==> run_1/m3.png <==
Cells faint in the background.
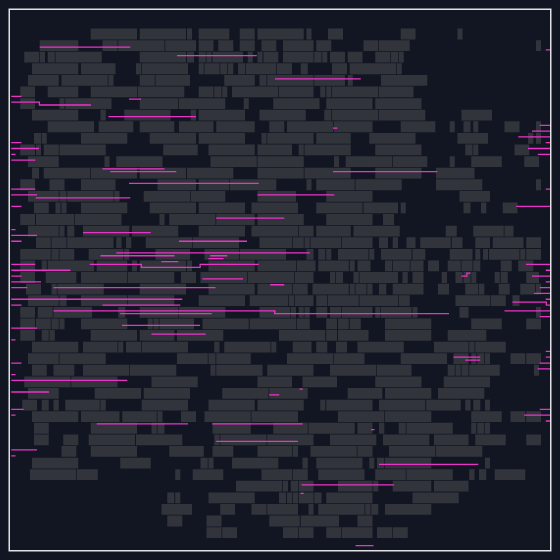
==> run_1/sizing.png <==
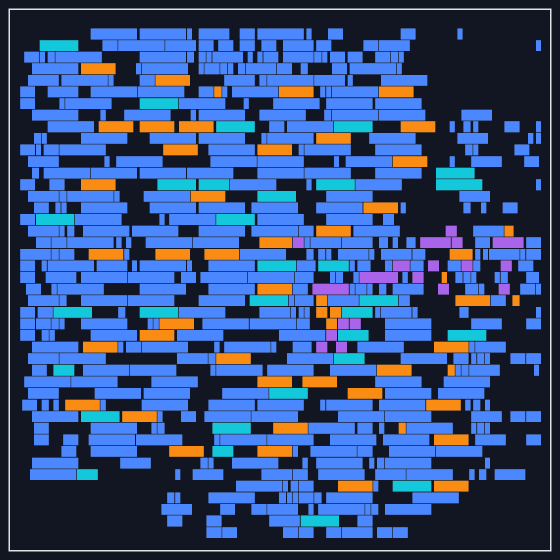
==> run_1/congestion_map.png <==
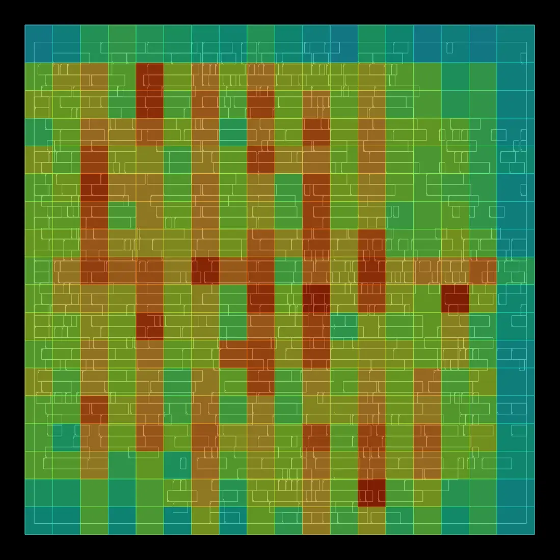
==> run_1/gates.png <==
Bar = 50 µm.
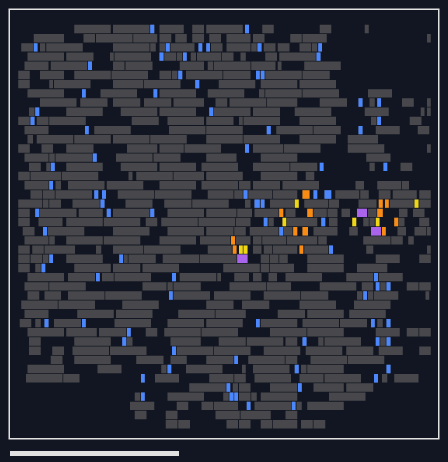
===== config.mk =====
export PLATFORM = sky130hd
export DESIGN_NAME = packet_display_feeder_flat
export DESIGN_NICKNAME = d
export VERILOG_FILES = /design/src/rtl/packet_display_feeder_pkg.sv /design/src/rtl/packet_display_feeder_if.sv /design/src/rtl/packet_display_feeder_pkt_fifo.sv /design/src/rtl/packet_display_feeder.sv /design/src/flat_wrapper.sv
export SDC_FILE = /design/constraint.sdc
export NUM_CORES = 1
export LEC_CHECK = 0
export CAP_MARGIN = 20
export CORE_MARGIN = 2
export CORE_UTILIZATION = 50
export CTS_CLUSTER_DIAMETER = 60
export DETAILED_ROUTE_END_ITERATION = 6
export GPL_ROUTABILITY_DRIVEN = 0
export PLACE_DENSITY = 0.76
export SKIP_LAST_GASP = 1
export SLEW_MARGIN = 10
export SYNTH_ARGS = -nofsm -noshare
export SYNTH_HDL_FRONTEND = slang
export SYNTH_SLANG_ARGS = --single-unit

===== constraint.sdc =====
create_clock -name clk -period 2.6 [get_ports clk]
set_clock_uncertainty 0.1 [all_clocks]
set_input_delay 0.52 -clock clk [delete_from_list [all_inputs] [get_ports clk]]
set_output_delay 0.52 -clock clk [all_outputs]
set_load 0.01 [all_outputs]

===== src/rtl/packet_display_feeder_pkg.sv =====
// Shared types and constants for the packet display feeder.
// Holds the default packet width, FSM encoding and reset values.
package packet_display_feeder_pkg;

    localparam int PW_DEF = 38;
    localparam int DROP_W = 8;
    localparam logic [PW_DEF-1:0] OUT_RST = '0;

    typedef enum logic {
        IDLE = 1'b0,
        HOLD = 1'b1
    } state_t;

endpackage


===== src/rtl/packet_display_feeder_if.sv =====
// Upstream handshake plus display-side outputs of the feeder.
// master: datapath/observer side; slave: the feeder itself.
interface packet_display_feeder_if
    import packet_display_feeder_pkg::*;
#(
    parameter int PW    = PW_DEF,
    parameter int DEPTH = 4
) ();

    localparam int CW = $clog2(DEPTH) + 1;

    logic              flush;
    logic              in_valid;
    logic [PW-1:0]     in_packet;
    logic              in_ready;
    logic [PW-1:0]     packet_out;
    logic              out_update;
    logic [CW-1:0]     count;
    logic              overflow;
    logic [DROP_W-1:0] drop_cnt;

    modport master (
        output flush, in_valid, in_packet,
        input  in_ready, packet_out, out_update,
        input  count, overflow, drop_cnt
    );

    modport slave (
        input  flush, in_valid, in_packet,
        output in_ready, packet_out, out_update,
        output count, overflow, drop_cnt
    );

endinterface


===== src/rtl/packet_display_feeder_pkt_fifo.sv =====
// Synchronous FIFO with push, pop, drop_head and flush.
// Ports: clk, rst, flush, push/din, pop, drop_head -> head, count, full, empty.
module pkt_fifo
    import packet_display_feeder_pkg::*;
#(
    parameter int PW    = PW_DEF,
    parameter int DEPTH = 4,
    localparam int AW   = $clog2(DEPTH),
    localparam int CW   = $clog2(DEPTH) + 1
) (
    input  logic          clk,
    input  logic          rst,
    input  logic          flush,
    input  logic          push,
    input  logic [PW-1:0] din,
    input  logic          pop,
    input  logic          drop_head,
    output logic [PW-1:0] head,
    output logic [CW-1:0] count,
    output logic          full,
    output logic          empty
);

    logic [PW-1:0] mem [DEPTH];
    logic [AW-1:0] rd_ptr;
    logic [AW-1:0] wr_ptr;
    logic          adv;

    // A pop and a drop both retire the head entry.
    assign adv   = pop | drop_head;
    assign head  = mem[rd_ptr];
    assign full  = (count == CW'(DEPTH));
    assign empty = (count == '0);

    always_ff @(posedge clk) begin
        if (push) begin
            mem[wr_ptr] <= din;
        end
    end

    // Pointers wrap naturally since DEPTH is a power of two.
    always_ff @(posedge clk) begin
        if (rst || flush) begin
            rd_ptr <= '0;
            wr_ptr <= '0;
            count  <= '0;
        end else begin
            if (adv) begin
                rd_ptr <= rd_ptr + 1'b1;
            end
            if (push) begin
                wr_ptr <= wr_ptr + 1'b1;
            end
            if (push && !adv) begin
                count <= count + 1'b1;
            end else if (adv && !push) begin
                count <= count - 1'b1;
            end
        end
    end

endmodule


===== src/rtl/packet_display_feeder.sv =====
// Buffers packets and shows each on packet_out for >= HOLD_CYCLES clocks.
// Ports: clk, rst (sync, active-high), bus (slave: handshake, display, stats).
module packet_display_feeder
    import packet_display_feeder_pkg::*;
#(
    parameter int PW          = PW_DEF,
    parameter int DEPTH       = 4,
    parameter int HOLD_CYCLES = 10,
    parameter int DROP_OLDEST = 0
) (
    input  logic                    clk,
    input  logic                    rst,
    packet_display_feeder_if.slave  bus
);

    localparam int CW = $clog2(DEPTH) + 1;
    localparam int HW = (HOLD_CYCLES > 1) ? $clog2(HOLD_CYCLES) : 1;
    localparam logic [HW-1:0] HOLD_INIT = HW'(HOLD_CYCLES - 1);

    state_t            state;
    logic [HW-1:0]     hold_cnt;
    logic [PW-1:0]     packet_out;
    logic              out_update;
    logic              overflow;
    logic [DROP_W-1:0] drop_cnt;

    logic [PW-1:0]     head;
    logic [CW-1:0]     count;
    logic              full;
    logic              empty;
    logic              in_ready;
    logic              push;
    logic              pop;
    logic              drop_head;
    logic              expire;

    // Ready depends on registered occupancy only: no pop bypass.
    assign in_ready = !rst && !bus.flush &&
                      ((DROP_OLDEST != 0) || !full);
    assign push     = bus.in_valid && in_ready;
    assign expire   = (state == HOLD) && (hold_cnt == '0);
    assign pop      = !rst && !bus.flush && !empty &&
                      ((state == IDLE) || expire);
    // A concurrent pop frees a slot, so only push-without-pop drops.
    assign drop_head = (DROP_OLDEST != 0) && push && full && !pop;

    pkt_fifo #(
        .PW    (PW),
        .DEPTH (DEPTH)
    ) u_fifo (
        .clk       (clk),
        .rst       (rst),
        .flush     (bus.flush),
        .push      (push),
        .din       (bus.in_packet),
        .pop       (pop),
        .drop_head (drop_head),
        .head      (head),
        .count     (count),
        .full      (full),
        .empty     (empty)
    );

    always_ff @(posedge clk) begin
        if (rst) begin
            state      <= IDLE;
            hold_cnt   <= '0;
            packet_out <= PW'(OUT_RST);
            out_update <= 1'b0;
            overflow   <= 1'b0;
            drop_cnt   <= '0;
        end else if (bus.flush) begin
            state      <= IDLE;
            hold_cnt   <= '0;
            out_update <= 1'b0;
            overflow   <= 1'b0;
            drop_cnt   <= '0;
        end else begin
            out_update <= pop;
            if (pop) begin
                packet_out <= head;
                hold_cnt   <= HOLD_INIT;
                state      <= HOLD;
            end else begin
                unique case (state)
                    IDLE: begin
                        state <= IDLE;
                    end
                    HOLD: begin
                        if (hold_cnt == '0) begin
                            state <= IDLE;
                        end else begin
                            hold_cnt <= hold_cnt - 1'b1;
                        end
                    end
                    default: state <= IDLE;
                endcase
            end
            if (drop_head) begin
                overflow <= 1'b1;
                if (drop_cnt != {DROP_W{1'b1}}) begin
                    drop_cnt <= drop_cnt + 1'b1;
                end
            end
        end
    end

    assign bus.in_ready   = in_ready;
    assign bus.packet_out = packet_out;
    assign bus.out_update = out_update;
    assign bus.count      = count;
    assign bus.overflow   = overflow;
    assign bus.drop_cnt   = drop_cnt;

endmodule


===== src/flat_wrapper.sv =====
// flat-port wrapper written by rule: the top's interface ports become plain ports
module packet_display_feeder_flat import packet_display_feeder_pkg::*;
#(
    parameter int PW          = PW_DEF,
    parameter int DEPTH       = 4,
    parameter int HOLD_CYCLES = 10,
    parameter int DROP_OLDEST = 0
)
  (clk, rst, bus_flush, bus_in_valid, bus_in_packet, bus_in_ready, bus_packet_out, bus_out_update, bus_count, bus_overflow, bus_drop_cnt);
  packet_display_feeder_if #(.PW(PW), .DEPTH(DEPTH)) bus_i ();
  input  logic clk;
  input  logic rst;
  input wire logic [$bits(bus_i.flush)-1:0] bus_flush;
  input wire logic [$bits(bus_i.in_valid)-1:0] bus_in_valid;
  input wire logic [$bits(bus_i.in_packet)-1:0] bus_in_packet;
  output wire logic [$bits(bus_i.in_ready)-1:0] bus_in_ready;
  output wire logic [$bits(bus_i.packet_out)-1:0] bus_packet_out;
  output wire logic [$bits(bus_i.out_update)-1:0] bus_out_update;
  output wire logic [$bits(bus_i.count)-1:0] bus_count;
  output wire logic [$bits(bus_i.overflow)-1:0] bus_overflow;
  output wire logic [$bits(bus_i.drop_cnt)-1:0] bus_drop_cnt;
  assign bus_i.flush = bus_flush;
  assign bus_i.in_valid = bus_in_valid;
  assign bus_i.in_packet = bus_in_packet;
  assign bus_in_ready = bus_i.in_ready;
  assign bus_packet_out = bus_i.packet_out;
  assign bus_out_update = bus_i.out_update;
  assign bus_count = bus_i.count;
  assign bus_overflow = bus_i.overflow;
  assign bus_drop_cnt = bus_i.drop_cnt;
  packet_display_feeder #(.PW(PW), .DEPTH(DEPTH), .HOLD_CYCLES(HOLD_CYCLES), .DROP_OLDEST(DROP_OLDEST)) u_core (.clk(clk), .rst(rst), .bus(bus_i));
endmodule

==> results.json, run 1 <==
{
  "detailed_route_vias_per_instance": 5.39,
  "endpoint_kind": "flip-flop",
  "holdPathEnd": "u_core.bus.packet_out[20]",
  "internal_portion_of_total_power_mw": 5.33,
  "grt_setup_unrepaired": "no",
  "floorplan.die_area_mm2": 0.0160,
  "status": "finished clean",
  "critical-path-top-cell-by-count": "sky130_fd_sc_hd__inv_1",
  "placement_rows": 44,
  "comb_power_uw": 288,
  "grt_pass1_vias": 4185,
  "cp.buffers_inverters": 3,
  "worst-endpoint-required_ns": 2.91,
  "postSynth.topFlopCell": "sky130_fd_sc_hd__edfxtp_1",
  "finalSetupViolations": 0,
  "buf_share_pct": 11.2,
  "detailedRoute.firstIterationViolations": 257,
  "drive_above_1_share_pct": 17.8,
  "syn_inst": 447,
  "met2RoutedLength_um": 7210,
  "top_cells_by_count": "152 x sky130_fd_sc_hd__edfxtp_1, 81 x sky130_fd_sc_hd__nand2_1, 51 x sky130_fd_sc_hd__dfxtp_1",
  "ff_count": 203,
  "hold_path_startpoint": "u_core.bus.packet_out[20]",
  "finalHoldWorstSlack_ns": 0.351,
  "post-cts-setup-buffers": 0,
  "wire_length_of_the_first_global_routing_pass_um": 22000,
  "topCombFamilyByArea": "multiplexers"
}
## Picture notes: m3.png
The longest straight run is 51.8 µm. 73 nets have wire on it. The wires run mostly horizontal. The layer carries 970 µm of wire. The layer holds 6.9% of the routed length.
detailed-route via count: 4,030
met3 track demand over resource: 4.09%
wire length reported by the detailed router: 14,100 µm

## Picture notes: sizing.png
Key: x3 and x4 = purple [cells 19]; x6 and larger = cyan [cells 30]; x1 and smaller = blue [cells 463]; x2 = orange [cells 51]
worst setup margin: 0.121 ns
post-route design area: 0.00931 mm²
number of signal-net buffers in the layout: 103
layout overhead on the synthesized area: 23.8%

## Picture notes: congestion_map.png
fraction of met2 tracks used by global routing: 30.8%
utilization after layout: 63.6%
global-route layer with the greatest usage: met2
aggregate global-route resource usage: 17.8%
average detailed-routed wire length per instance: 18.9 µm

## Picture notes: gates.png
Key: xor and xnor cells = purple [cells 3, most used xor2_1]; nor cells = orange [cells 13, most used nor2_1]; inv cells = yellow [cells 7, most used inv_1]; nand cells = blue [cells 83, most used nand2_1, where spread over the die]
number of non-filler instances in the completed layout: 747
most common logic cell in the routed design: sky130_fd_sc_hd__edfxtp_1
combinational fraction of the cell area: 19.1%

==> run 2: changes to the inputs <==
CTS_CLUSTER_DIAMETER = 100   (was 60)
==> run_2/clock_wires.png <==
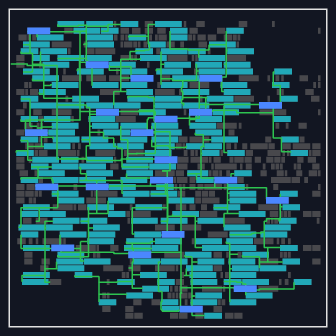
Key: clock-net drivers = blue [count 21]; flip-flops = cyan [count 203]; clock wires = green [length 2,130 µm]
There are 22 routed clock nets. Position of the flops: spread over the die.
clock group power: 2.79 mW
part of the power in the clock network: 42.2%
latest clock arrival within the worst-skew pair: 0.48 ns

==> results.json, run 2 <==
{
  "status": "finished clean",
  "postLayoutCellArea_mm2": 0.00931,
  "buf_share_pct": 11.2,
  "cp.buffers_inverters": 3,
  "comb_area_share_pct": 19.1,
  "grt_pass1_vias": 4185,
  "hold_path_startpoint": "u_core.bus.packet_out[20]",
  "post-cts-setup-buffers": 0,
  "post-route-worst-setup-slack_ns": 0.121,
  "layout.non_clock_buffers": 103,
  "routed-via-count": 4030,
  "holdPathEnd": "u_core.bus.packet_out[20]",
  "top_cells_by_count": "152 x sky130_fd_sc_hd__edfxtp_1, 81 x sky130_fd_sc_hd__nand2_1, 51 x sky130_fd_sc_hd__dfxtp_1",
  "met2RoutedLength_um": 7210,
  "routed_wirelength_um": 14100,
  "topCombFamilyByArea": "multiplexers",
  "finalSetupViolations": 0,
  "floorplan.die_area_mm2": 0.0160,
  "average_detailed_routed_wire_length_per_instance_um": 18.9,
  "finalHoldWorstSlack_ns": 0.351,
  "global_route.usage.met2_pct": 30.8,
  "final_common_cell": "sky130_fd_sc_hd__edfxtp_1",
  "critical-path-top-cell-by-count": "sky130_fd_sc_hd__inv_1"
}
No activity file was given, so power comes from the tool's default toggle rates.
